### Clock network drawn from the DEF, run 1

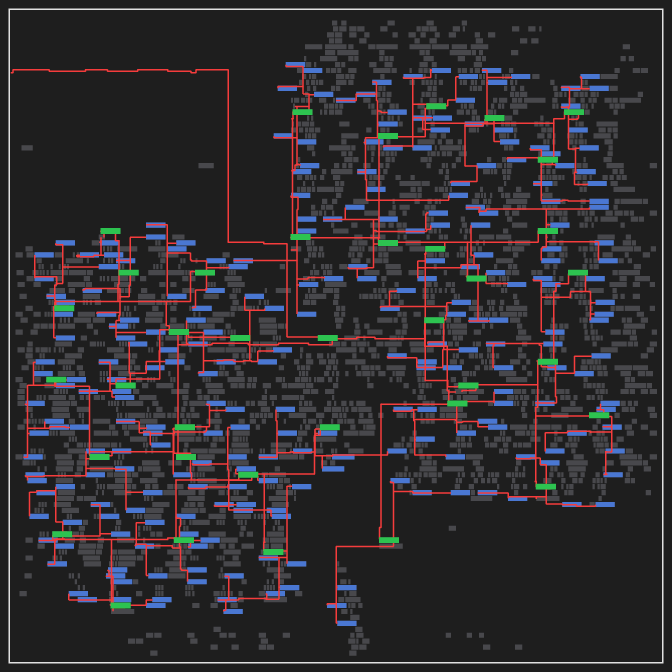
### Clock routing, run 1

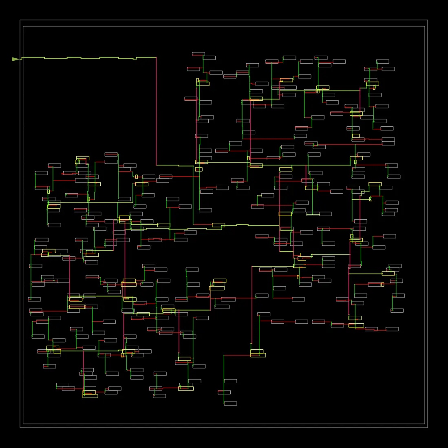
### Pin placement, run 1

Pins as bars across the die edge, other pins in gray.
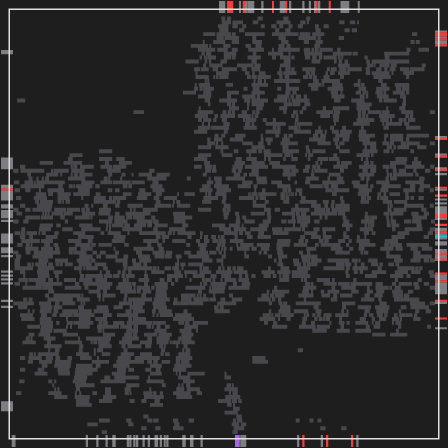
**config.mk**
```make
export PLATFORM = sky130hd
export DESIGN_NAME = dmem_write_buffer_flat
export DESIGN_NICKNAME = d
export VERILOG_FILES = /design/src/rtl/dmem_write_buffer_pkg.sv /design/src/rtl/dmem_write_buffer_if.sv /design/src/rtl/dmem_write_buffer_match.sv /design/src/rtl/dmem_write_buffer.sv /design/src/flat_wrapper.sv
export SDC_FILE = /design/constraint.sdc
export NUM_CORES = 1
export LEC_CHECK = 0
export CORE_MARGIN = 2
export CORE_UTILIZATION = 25
export DETAILED_ROUTE_END_ITERATION = 10
export MAX_ROUTING_LAYER = met4
export PLACE_DENSITY = 0.47
export SYNTH_ARGS = -nofsm -noshare
export SYNTH_HDL_FRONTEND = slang
export SYNTH_SLANG_ARGS = --single-unit
```
**constraint.sdc**
```tcl
create_clock -name clk -period 6.9 [get_ports clk]
set_clock_uncertainty 0.05 [all_clocks]
set_input_delay 1.38 -clock clk [delete_from_list [all_inputs] [get_ports clk]]
set_output_delay 1.38 -clock clk [all_outputs]
set_load 0.05 [all_outputs]
```
**src/rtl/dmem_write_buffer_pkg.sv**
```systemverilog
// Shared definitions for the data-memory posted-store buffer.
package dmem_write_buffer_pkg;

    localparam int WB_DEPTH = 4;
    localparam int WB_DW    = 32;
    localparam int WB_AW    = 32;

    // What happens to a store presented by the core this cycle
    typedef enum logic [1:0] {
        ST_IDLE,
        ST_COALESCE,
        ST_ENQUEUE,
        ST_STALL
    } st_act_e;

    // Width of the occupancy counter: must hold 0..depth inclusive
    function automatic int cnt_w(input int depth);
        return $clog2(depth) + 1;
    endfunction

endpackage

```
**src/rtl/dmem_write_buffer_if.sv**
```systemverilog
// Core-side and memory-side signals of the posted-store buffer.
interface dmem_write_buffer_if #(
    parameter int DEPTH = 4,
    parameter int DW    = 32,
    parameter int AW    = 32
);
    import dmem_write_buffer_pkg::*;

    localparam int CW = cnt_w(DEPTH);

    logic          cpu_we;
    logic          cpu_re;
    logic [AW-1:0] cpu_addr;
    logic [DW-1:0] cpu_wdata;
    logic          cpu_stall;
    logic          fwd_hit;
    logic [DW-1:0] fwd_data;
    logic          mem_we;
    logic [AW-1:0] mem_addr;
    logic [DW-1:0] mem_wdata;
    logic          mem_ready;
    logic [CW-1:0] count;
    logic          empty;
    logic          full;

    // Buffer side
    modport slave (
        input  cpu_we, cpu_re, cpu_addr, cpu_wdata, mem_ready,
        output cpu_stall, fwd_hit, fwd_data, mem_we, mem_addr, mem_wdata,
               count, empty, full
    );

    // Core + memory side
    modport master (
        output cpu_we, cpu_re, cpu_addr, cpu_wdata, mem_ready,
        input  cpu_stall, fwd_hit, fwd_data, mem_we, mem_addr, mem_wdata,
               count, empty, full
    );

endinterface

```
**src/rtl/dmem_write_buffer_match.sv**
```systemverilog
// DEPTH-way word-address compare; returns the youngest matching entry.
module dmem_write_buffer_match #(
    parameter int DEPTH = 4,
    parameter int TW    = 30,
    parameter int PW    = $clog2(DEPTH)
) (
    input  logic [DEPTH-1:0]         valid,
    input  logic [DEPTH-1:0][TW-1:0] tags,
    input  logic [TW-1:0]            key,
    input  logic [PW-1:0]            rd_ptr,
    output logic                     hit,
    output logic [PW-1:0]            idx
);

    logic [PW-1:0] p;

    // Walk oldest->youngest from the head; the last hit wins, so idx is the youngest match
    always_comb begin
        hit = 1'b0;
        idx = '0;
        p   = '0;
        for (int k = 0; k < DEPTH; k++) begin
            p = rd_ptr + PW'(k);
            if (valid[p] && tags[p] == key) begin
                hit = 1'b1;
                idx = p;
            end
        end
    end

endmodule

```
**src/rtl/dmem_write_buffer.sv**
```systemverilog
// Posted-store buffer between the core data port and data memory.
// Stores retire into a small FIFO, drain under mem_ready, coalesce per word,
// and loads hitting a buffered word are forwarded combinationally.
module dmem_write_buffer
    import dmem_write_buffer_pkg::*;
#(
    parameter int DEPTH = WB_DEPTH,
    parameter int DW    = WB_DW,
    parameter int AW    = WB_AW
) (
    input  logic               clk,
    input  logic               reset,
    dmem_write_buffer_if.slave bus
);

    localparam int PW = $clog2(DEPTH);
    localparam int TW = AW - 2;
    localparam int CW = cnt_w(DEPTH);

    logic [DEPTH-1:0]         valid;
    logic [DEPTH-1:0][TW-1:0] tags;
    logic [DEPTH-1:0][DW-1:0] data;
    logic [PW-1:0]            rd_ptr, wr_ptr;
    logic [CW-1:0]            count_q;

    logic [TW-1:0]    key;
    logic             drain;
    logic [DEPTH-1:0] head_mask;
    logic             st_hit, ld_hit;
    logic [PW-1:0]    st_idx, ld_idx;
    st_act_e          act;
    logic             unused_low;

    // Byte offset within the word never takes part in matching
    assign unused_low = ^bus.cpu_addr[1:0];
    assign key        = bus.cpu_addr[AW-1:2];

    assign bus.empty     = (count_q == '0);
    assign bus.full      = (count_q == CW'(DEPTH));
    assign bus.count     = count_q;
    assign bus.mem_we    = !bus.empty;
    assign bus.mem_addr  = {tags[rd_ptr], 2'b00};
    assign bus.mem_wdata = data[rd_ptr];

    assign drain = bus.mem_we & bus.mem_ready;

    // A head leaving this edge must not absorb a store: memory has to see both writes
    assign head_mask = drain ? (DEPTH'(1) << rd_ptr) : '0;

    dmem_write_buffer_match #(.DEPTH(DEPTH), .TW(TW), .PW(PW)) u_st_match (
        .valid (valid & ~head_mask),
        .tags  (tags),
        .key   (key),
        .rd_ptr(rd_ptr),
        .hit   (st_hit),
        .idx   (st_idx)
    );

    dmem_write_buffer_match #(.DEPTH(DEPTH), .TW(TW), .PW(PW)) u_ld_match (
        .valid (valid),
        .tags  (tags),
        .key   (key),
        .rd_ptr(rd_ptr),
        .hit   (ld_hit),
        .idx   (ld_idx)
    );

    // Store decision: coalesce beats enqueue; stall only when nothing can take it
    always_comb begin
        act = ST_IDLE;
        if (bus.cpu_we) begin
            if (st_hit)                  act = ST_COALESCE;
            else if (!bus.full || drain) act = ST_ENQUEUE;
            else                         act = ST_STALL;
        end
    end

    assign bus.cpu_stall = (act == ST_STALL);
    assign bus.fwd_hit   = bus.cpu_re & ld_hit;
    assign bus.fwd_data  = bus.fwd_hit ? data[ld_idx] : '0;

    // Entry storage, pointers and occupancy; pop is applied before push so a
    // full buffer can refill the slot being drained in the same cycle
    always_ff @(posedge clk or negedge reset) begin
        if (!reset) begin
            valid   <= '0;
            tags    <= '0;
            data    <= '0;
            rd_ptr  <= '0;
            wr_ptr  <= '0;
            count_q <= '0;
        end else begin
            if (drain) begin
                valid[rd_ptr] <= 1'b0;
                rd_ptr        <= rd_ptr + PW'(1);
            end
            case (act)
                ST_COALESCE: data[st_idx] <= bus.cpu_wdata;
                ST_ENQUEUE: begin
                    valid[wr_ptr] <= 1'b1;
                    tags[wr_ptr]  <= key;
                    data[wr_ptr]  <= bus.cpu_wdata;
                    wr_ptr        <= wr_ptr + PW'(1);
                end
                default: ;
            endcase
            case ({act == ST_ENQUEUE, drain})
                2'b10:   count_q <= count_q + CW'(1);
                2'b01:   count_q <= count_q - CW'(1);
                default: ;
            endcase
        end
    end

endmodule

```
**src/flat_wrapper.sv**
```systemverilog
// flat-port wrapper written by rule: the top's interface ports become plain ports
module dmem_write_buffer_flat import dmem_write_buffer_pkg::*;
#(
    parameter int DEPTH = WB_DEPTH,
    parameter int DW    = WB_DW,
    parameter int AW    = WB_AW
)
  (clk, reset, bus_cpu_we, bus_cpu_re, bus_cpu_addr, bus_cpu_wdata, bus_mem_ready, bus_cpu_stall, bus_fwd_hit, bus_fwd_data, bus_mem_we, bus_mem_addr, bus_mem_wdata, bus_count, bus_empty, bus_full);
  dmem_write_buffer_if #(.DEPTH(DEPTH), .DW(DW), .AW(AW)) bus_i ();
  input  logic clk;
  input  logic reset;
  input wire logic [$bits(bus_i.cpu_we)-1:0] bus_cpu_we;
  input wire logic [$bits(bus_i.cpu_re)-1:0] bus_cpu_re;
  input wire logic [$bits(bus_i.cpu_addr)-1:0] bus_cpu_addr;
  input wire logic [$bits(bus_i.cpu_wdata)-1:0] bus_cpu_wdata;
  input wire logic [$bits(bus_i.mem_ready)-1:0] bus_mem_ready;
  output wire logic [$bits(bus_i.cpu_stall)-1:0] bus_cpu_stall;
  output wire logic [$bits(bus_i.fwd_hit)-1:0] bus_fwd_hit;
  output wire logic [$bits(bus_i.fwd_data)-1:0] bus_fwd_data;
  output wire logic [$bits(bus_i.mem_we)-1:0] bus_mem_we;
  output wire logic [$bits(bus_i.mem_addr)-1:0] bus_mem_addr;
  output wire logic [$bits(bus_i.mem_wdata)-1:0] bus_mem_wdata;
  output wire logic [$bits(bus_i.count)-1:0] bus_count;
  output wire logic [$bits(bus_i.empty)-1:0] bus_empty;
  output wire logic [$bits(bus_i.full)-1:0] bus_full;
  assign bus_i.cpu_we = bus_cpu_we;
  assign bus_i.cpu_re = bus_cpu_re;
  assign bus_i.cpu_addr = bus_cpu_addr;
  assign bus_i.cpu_wdata = bus_cpu_wdata;
  assign bus_i.mem_ready = bus_mem_ready;
  assign bus_cpu_stall = bus_i.cpu_stall;
  assign bus_fwd_hit = bus_i.fwd_hit;
  assign bus_fwd_data = bus_i.fwd_data;
  assign bus_mem_we = bus_i.mem_we;
  assign bus_mem_addr = bus_i.mem_addr;
  assign bus_mem_wdata = bus_i.mem_wdata;
  assign bus_count = bus_i.count;
  assign bus_empty = bus_i.empty;
  assign bus_full = bus_i.full;
  dmem_write_buffer #(.DEPTH(DEPTH), .DW(DW), .AW(AW)) u_core (.clk(clk), .reset(reset), .bus(bus_i));
endmodule
```
==> flow_metrics.tcl, run 1 <==
# flow metrics
set metrics [dict create \
    status "complete, no violations" \
    syn_area_mm2 0.02166 \
    reg2reg_to "u_core.tags[42]" \
    ys_area_mm2 0.02166 \
    logic_gates 1840 \
    ctsLongestPathBuffers 3 \
    stdcell_area_mm2 0.02691 \
    maxCapViolations 0 \
    place.gp.congestion 0.8139 \
    intPower_mw 7.074 \
    hold_end "u_core.tags[98]" \
    buf_share 0.1114 \
    dp_worst_setup_slack_ps 150.7 \
    largest_class "logic gates" \
    warnings 47 \
    drt-pass1-iter-count 6 \
    antenna_left 0 \
    grt_pass1_vias 19890 \
    edf_count 0 \
    top_cells_by_area "dfrtp_1 30%, mux4_2 16%, nand2_1 9.9%, xnor2_1 3.6%, a311o_1 3.0%" \
    comb_power_share 0.627 \
    fp-row-count 107 \
    cts_max_level 2 \
    common_cells "571 x nand2_1, 259 x dfrtp_1, 154 x mux4_2, 153 x clkbuf_1, 119 x o21ai_0" \
    yosysMostFrequentCell "nand2_1" \
    setup.worst_path.start "u_core.rd_ptr[1]" \
    multiInputGateArea_mm2 0.01458 \
    max_freq_mhz 149.4 \
    cts_tree "done" \
    clockBufferCount 51 \
    synth.avg_cell_area_um2 9.070 \
    ff2ff_setup_slack_ps 510 \
    xor_area_frac 0.05274 \
    period_used_share 0.9701 \
    cp_max_fo 15 \
    synth_top_area_share 0.2992 \
    finalMaxSlewViolations 0 \
    comb_area_frac 0.5419 \
    worst_path_most_repeated_cell "buf_4" \
    power-top-group "combinational cells" \
    antenna_found_initial 1 \
    yosys.area_share.aoi 0.1882 \
]
## Picture notes: 'Clock network drawn from the DEF'
[blue] flip-flops | count: 259
[red] clock wires | length: 5170 µm
[green] cells driving clock nets | count: 37
flops lie: spread over the die
routed clock nets: 38
clock power share: 0.158
Power Clock: 2.13 mW
Insertion Delay late pin: 580 ps

## Picture notes: 'Clock routing'
Inserted Clock Buffers: 37
clk sinks: 259
Flops: 259

## Picture notes: 'Pin placement'
[purple] bus_count | pins: 3 | direction: output | edge: bottom
[red] bus_mem_wdata | pins: 32 | direction: output | edge: 19 right, 9 top, 3 bottom, 1 left
[cyan] bus_cpu_re | pins: 1 | direction: input | edge: right
all pins by edge: 57 right, 43 left, 37 top, 36 bottom
PortBufs: 168
Die Ht: 298.3 µm
Die Wd: 298.3 µm

==> run 1: cells in the final DEF (no fill, tap or decap), drive strengths merged, types with 4 or more instances in the layout <==
cell type / count
o21ai: 142
nand2: 571
o22ai: 4
clkdlybuf4s50: 133
nand2b: 32
o211ai: 64
nor2: 12
ha: 11
buf: 150
clkbuf: 51
a22oi: 65
bufinv: 7
xnor2: 92
nor4: 80
nor3: 5
xor2: 35
and2: 6
mux4: 154
nor2b: 63
nand3: 71
o32ai: 30
a211oi: 32
inv: 22
o221a: 33
and3: 4
a31oi: 95
or2: 32
a311o: 64
clkinv: 7
nand3b: 31
dfrtp: 259
nand4: 32
mux2i: 42
==> run 1: worst reg2reg max path, stage by stage (launching register included) <==
cell and delay [ps]:
dfrtp_4 480, buf_4 760, buf_4 810, ha_1 270, inv_1 50, o21ai_0 410, mux2_2 290, nor2_1 50
o211ai_2 220, nand4_1 170, o21ai_0 360, ha_4 430, and2_2 920, buf_4 400, buf_4 440, nand2_1 100
nand2_1 80
==> run 1: logic make-up (layout without fill, tap and decap cells) <==
group                      Yosys count  in the layout
AOI/OAI and AO/OA                  553            553
xor gates and xnor gates           127            127
adders and majority gates           12             12
buffers and inverters              290            371
DFF                                259            259
muxes                              199            199
other                                1              4
and+or+nand+nor                    947            947
==> run 1: layer usage <==
metal,global-route usage,up-vias,share of wire
li1,-,9059,-
met1,0.2535,10530,0.43
met2,0.3066,831,0.48
met3,0.02770,122,0.062
met4,0.05157,0,0.024
met5,-,-,0
==> run 1: state kept, by name, indices dropped and copies added (netlist names) <==
name              flops
u_core.data         128
u_core.tags         120
u_core.valid          4
u_core.bus.count      3
u_core.rd_ptr         2
u_core.wr_ptr         2
==> run 1 -> run 2 <==
Settings changed: CAP_MARGIN set to 40.
### Signal wires on met4, run 2

Bar = 100 µm.
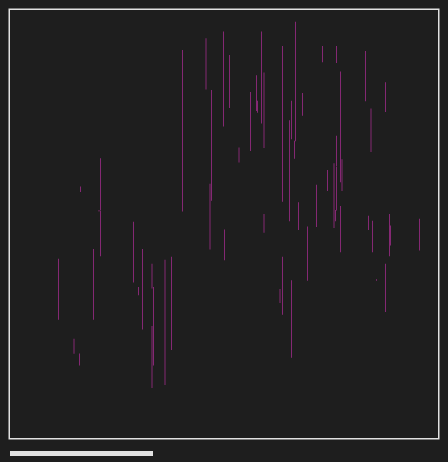
main direction: vertical
share of all routed wire: 2.5%
routed wire length: 85.84 mm
routed vias: 20650

### Clock routing, run 2

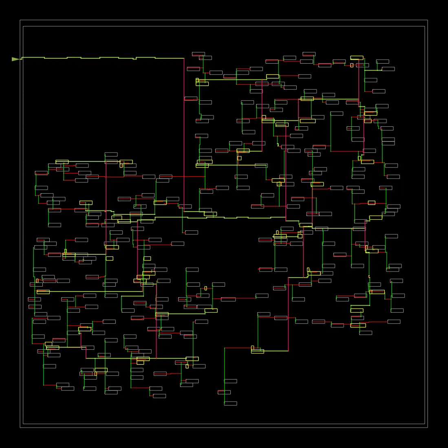
Inserted Clock Buffers: 38
Power Clock: 2.03 mW

==> run 2 against run 1 <==
  * Combinational power is 0.5% higher
  * Highest routed layer unchanged
  * Die size stayed put
  * Count of clock-buffer cells in the layout is 1 higher
==> flow_metrics.tcl, run 2 <==
# flow metrics
set metrics [dict create \
    drt-pass1-iter-count 6 \
    worst_path_most_repeated_cell "buf_4" \
    synth.avg_cell_area_um2 9.070 \
    power-top-group "combinational cells" \
    status "complete, no violations" \
    lay_top_count "nand2_1" \
    cts_max_level 2 \
    root_buffer "clkbuf_16" \
    top_register "u_core.data" \
    drt-initial-drc-count 2014 \
    reg_top3 "u_core.data x128, u_core.tags x120, u_core.valid x4" \
    cp_max_fo 8 \
    max_freq_mhz 148.7 \
    vias_per_cell 5.695 \
    cts_tree "done" \
    fp-row-count 107 \
    drc 0 \
    top_cells_by_area "dfrtp_1 30%, mux4_2 16%, nand2_1 9.9%, xnor2_1 3.6%, a311o_1 3.0%" \
    synth_warnings 0 \
    placedCellCount 3536 \
    intPower_mw 7.021 \
    multiInputGateArea_mm2 0.01461 \
    antenna_left 0 \
    period_used_share 0.9748 \
    setup_viol 0 \
    syn_area_mm2 0.02166 \
    common_cells "571 x nand2_1, 259 x dfrtp_1, 154 x mux4_2, 153 x clkbuf_1, 119 x o21ai_0" \
    synth_top_area_share 0.2992 \
    largest_reg_flops 128 \
    maxCapViolations 0 \
    comb_power_share 0.633 \
    yosysMostFrequentCell "nand2_1" \
    fillerInstances 8704 \
    synth.distinct_cells 72 \
    ctsLongestPathBuffers 3 \
    cp_data_arrival_time_ps 5300 \
    place.gp.congestion 0.8139 \
    final_cell_mix "566 x nand2_1, 257 x dfrtp_1, 154 x mux4_2" \
    stdcell_area_mm2 0.02698 \
    die_width_um 298.3 \
    maxSlewHeadroom 0.3345 \
    rsz0062_at_grt "no" \
    die_h_um 298.3 \
    ir_worst_vdd_uv 580.4 \
    synth_flops 259 \
    edf_count 0 \
    cts.sinks 259 \
    io_buffers 168 \
    switching_power_mw 6.405 \
    p_clk_frac 0.151 \
    grt_use_total 0.1925 \
    clk_latency_ps 570 \
    drive_above_1_share 0.2152 \
    dp_worst_setup_slack_ps 194.0 \
    grt_pass1_vias 20220 \
    finalMaxSlewViolations 0 \
    warnings 43 \
    antenna_found_initial 2 \
    finish.utilization 0.3154 \
    ys_area_mm2 0.02166 \
    tightest_slew_ps 998.3 \
]
### Cells by drive strength, run 2

Bar = 100 µm.
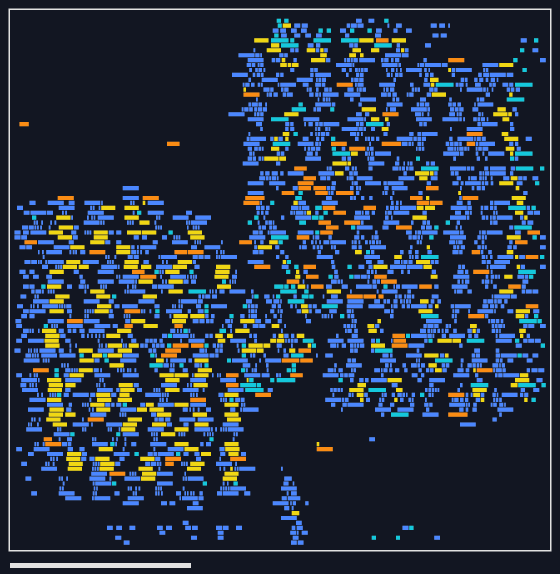
[cyan] drive 3 to 4 | cells: 165 | share: 6.7%
[yellow] drive 2 | cells: 274 | share: 11%
[orange] drive 6 and up | cells: 95 | share: 3.8%
[blue] drive 1 or less | cells: 1947 | share: 78%
setup ws final: 173.6 ps
nonclk buf count: 292

==> run 2: cell counts after synthesis <==
Identical to the previous run, type by type.
==> run 2: layer usage <==
metal  share of wire  vias up  routed length [µm]  GRT usage
li1                -     9065                   -          -
met1            0.43    10610               36770     0.2525
met2            0.48      844               41380     0.3103
met3           0.064      139                5536    0.02901
met4           0.025        0                2146    0.05049
met5               0        -                   0          -
==> run 2: cells by family after synthesis <==
| group | count (synthesis) | synth area share |
|---|---|---|
| other | 1 | 0.0001731 |
| buffers and inverters | 290 | 0.06586 |
| XOR/XNOR | 127 | 0.05274 |
| flip-flops | 259 | 0.2992 |
| adder cells (fa/ha/maj) | 12 | 0.007279 |
| AND-OR/OR-AND | 553 | 0.1882 |
| AND/OR/NAND/NOR | 947 | 0.2054 |
| multiplexers | 199 | 0.1811 |
==> run 2: timing repair <==
action / in CTS / in global routing
hold buffers: 0 / 0
buffers inserted: 6 / 16
gates resized: 9 / 30
endpoints found under the setup margin: 32 / 32
pin swaps: 2 / 3
==> run 2: path summary, 6_finish.rpt <==
| path | from | slack, ps | to |
|---|---|---|---|
| hold / removal | u_core.tags[18] | 500 | u_core.tags[18] |
| hold reg to reg | u_core.tags[18] | 500 | u_core.tags[18] |
| max in group asynchronous | reset | 4400 | u_core.data[102] |
| setup reg to reg | u_core.rd_ptr[0] | 1090 | u_core.tags[29] |
| min in group asynchronous | reset | 850 | u_core.tags[106] |
| setup / recovery | u_core.rd_ptr[1] | 170 | bus_fwd_data[31] |
==> run 2: final cells by class <==
type | instances | area share
diodes | 2 | 0.0001855
clock buffers | 52 | 0.04020
clock inverters | 15 | 0.006538
inverters | 23 | 0.003339
multi-input cells | 1840 | 0.5414
flip-flops and latches | 259 | 0.2405
well taps | 1144 | 0.05305
repair buffers | 292 | 0.1148
==> run 2 -> run 3 <==
Settings changed: CORE_UTILIZATION 25 to 60, DONT_BUFFER_PORTS set to 1, PLACE_DENSITY 0.47 to 0.82.
### Signal wires on met4, run 3

Bar = 50 µm.
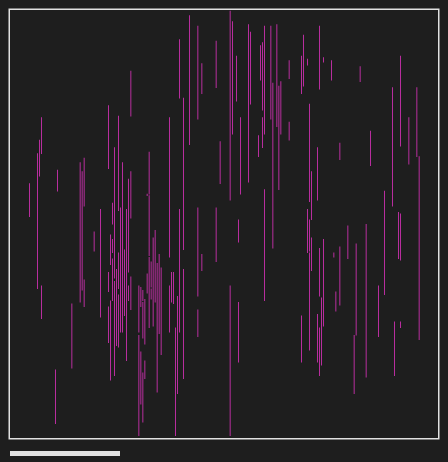
longest straight run: 85.7 µm
main direction: vertical
routed vias: 20640
routed wire length: 71.90 mm

### Clock routing, run 3

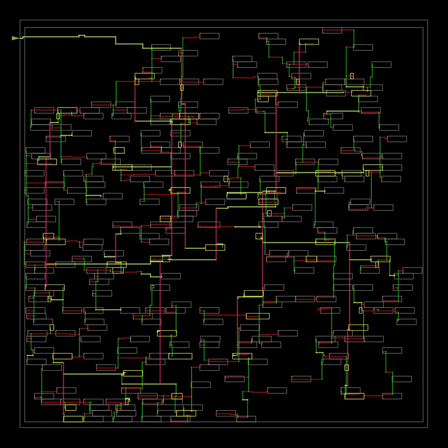
Power Clock: 1.68 mW
Insertion Delay late pin: 590 ps
Inserted Clock Buffers: 31
clock buffer count: 49

==> run 3 against run 2 <==
  * Count of clock-buffer cells in the layout decreased by 3
  * Highest routed layer unchanged
  * Final cell count decreased by 24%
  * Sequential cell count is the same
==> flow_metrics.tcl, run 3 <==
# flow metrics
set metrics [dict create \
    status "complete, no violations" \
    place.gp.congestion 0.9915 \
    edf_count 0 \
    regToRegStartpoint "u_core.rd_ptr[0]" \
    syn_area_mm2 0.02166 \
    mux_share 0.1811 \
    cp_data_arrival_time_ps 5440 \
    switching_power_mw 6.097 \
    placedCellCount 2687 \
    fp-row-count 69 \
    drc 0 \
    adder_share 0.007279 \
    ys_area_mm2 0.02166 \
    antenna_found_initial 0 \
    final_cell_mix "566 x nand2_1, 257 x dfrtp_1, 154 x mux4_2" \
    reg_top3 "u_core.data x128, u_core.tags x120, u_core.valid x4" \
    cp_max_fo 12 \
    simple_gate_share 0.2054 \
    m1WireLength_mm 25.01 \
    top_cells_by_area "dfrtp_1 30%, mux4_2 16%, nand2_1 9.9%, xnor2_1 3.6%, a311o_1 3.0%" \
    drive_above_1_share 0.2078 \
    routed-wl-met2_mm 34.76 \
    max_freq_mhz 145.7 \
    maxCapViolations 0 \
    antennaDiodeCount 0 \
    setup_viol 0 \
    warnings 40 \
    grt_use_total 0.3798 \
    maxSlewHeadroom 0.3817 \
    setup.worst_path.start "u_core.rd_ptr[0]" \
    stdcell_area_mm2 0.02426 \
    setup_ws_ps 34.41 \
    finish.utilization 0.6820 \
    cts.sinks 259 \
    synth.avg_cell_area_um2 9.070 \
    synth_warnings 0 \
    root_buffer "clkbuf_16" \
    ctsLongestPathBuffers 3 \
    xor_area_frac 0.05274 \
    largest_reg_flops 128 \
    drt-initial-drc-count 2888 \
    common_cells "571 x nand2_1, 259 x dfrtp_1, 154 x mux4_2, 153 x clkbuf_1, 119 x o21ai_0" \
    yosysMostFrequentCell "nand2_1" \
    grt_pass1_vias 20060 \
    yosys.area_share.aoi 0.1882 \
    comb_power_share 0.628 \
    wl_met3_mm 8.076 \
    drt-pass1-iter-count 6 \
    synth.distinct_cells 72 \
    cts_max_level 1 \
    vias_per_cell 7.476 \
    antenna_left 0 \
    intPower_mw 6.321 \
]
### Pin placement, run 3

Pins as bars across the die edge, other pins in gray.
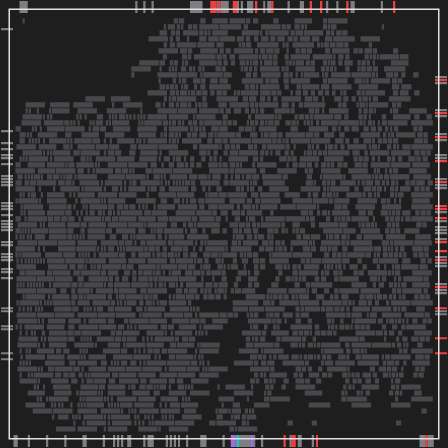
[cyan] bus_cpu_re | pins: 1 | direction: input | edge: bottom
[red] bus_mem_wdata | pins: 32 | direction: output | edge: 15 right, 12 top, 5 bottom
[purple] bus_count | pins: 3 | direction: output | edge: bottom
all pins by edge: 54 bottom, 46 top, 40 right, 33 left
Die Ht: 194.0 µm
PortBufs: 0
Die Wd: 194.0 µm

## run 3: cell counts after synthesis
No cell type changed its count.
## run 3: routing by layer
| layer | global-route usage | vias to the layer above |
|---|---|---|
| li1 | - | 8708 |
| met1 | 0.4669 | 10110 |
| met2 | 0.5998 | 1508 |
| met3 | 0.06836 | 316 |
| met4 | 0.2037 | 0 |
| met5 | - | - |
## run 3: path summary, 6_finish.rpt
path	to	slack [ps]	cells after the start
min reg2reg	u_core.wr_ptr[0]	490	1
max reg2reg	u_core.data[15]	920	16
min in group clk	u_core.wr_ptr[0]	490	1
min	u_core.tags[68]	450	0
max	bus_fwd_data[16]	30	15
max in group asynchronous	u_core.data[87]	6010	0
## run 3: cell type report
class / count / area (µm²)
clock buffers: 49 / 923.4
clock inverters: 8 / 93.84
repair buffers: 121 / 1420
fillers: 2619 / 11310
inverters: 23 / 86.33
multi-input cells: 1840 / 14670
flip-flops and latches: 259 / 6489
well taps: 461 / 576.8
## run 3: critical path: cells and delay by family (launching register included)
kind | cells | cell delay [ps]
AOI/OAI and AO/OA | 3 | 840
and+or+nand+nor | 3 | 870
adders and majority gates | 1 | 410
buffers and inverters | 5 | 1040
xor gates and xnor gates | 1 | 410
DFF | 1 | 470
muxes | 2 | 800
## run 3: repair_timing
| action | CTS | global route |
|---|---|---|
| gates resized | 8 | 45 |
| pin swaps | 2 | 5 |
| gates cloned | 1 | 2 |
| setup buffers | 3 | 11 |
| setup endpoints to repair | 32 | 32 |
## run 3: power by group through the flow
stage	clock network (mW)	logic (mW)	registers [mW]
after global placement	0	7.16	2.80
after detailed placement	0	7.41	2.89
final	1.68	7.80	2.94
after CTS	1.68	7.49	2.87
after global routing	1.74	8.22	3.01
after floorplan	0	6.06	2.63
No activity file was given, so power comes from the tool's default toggle rates.
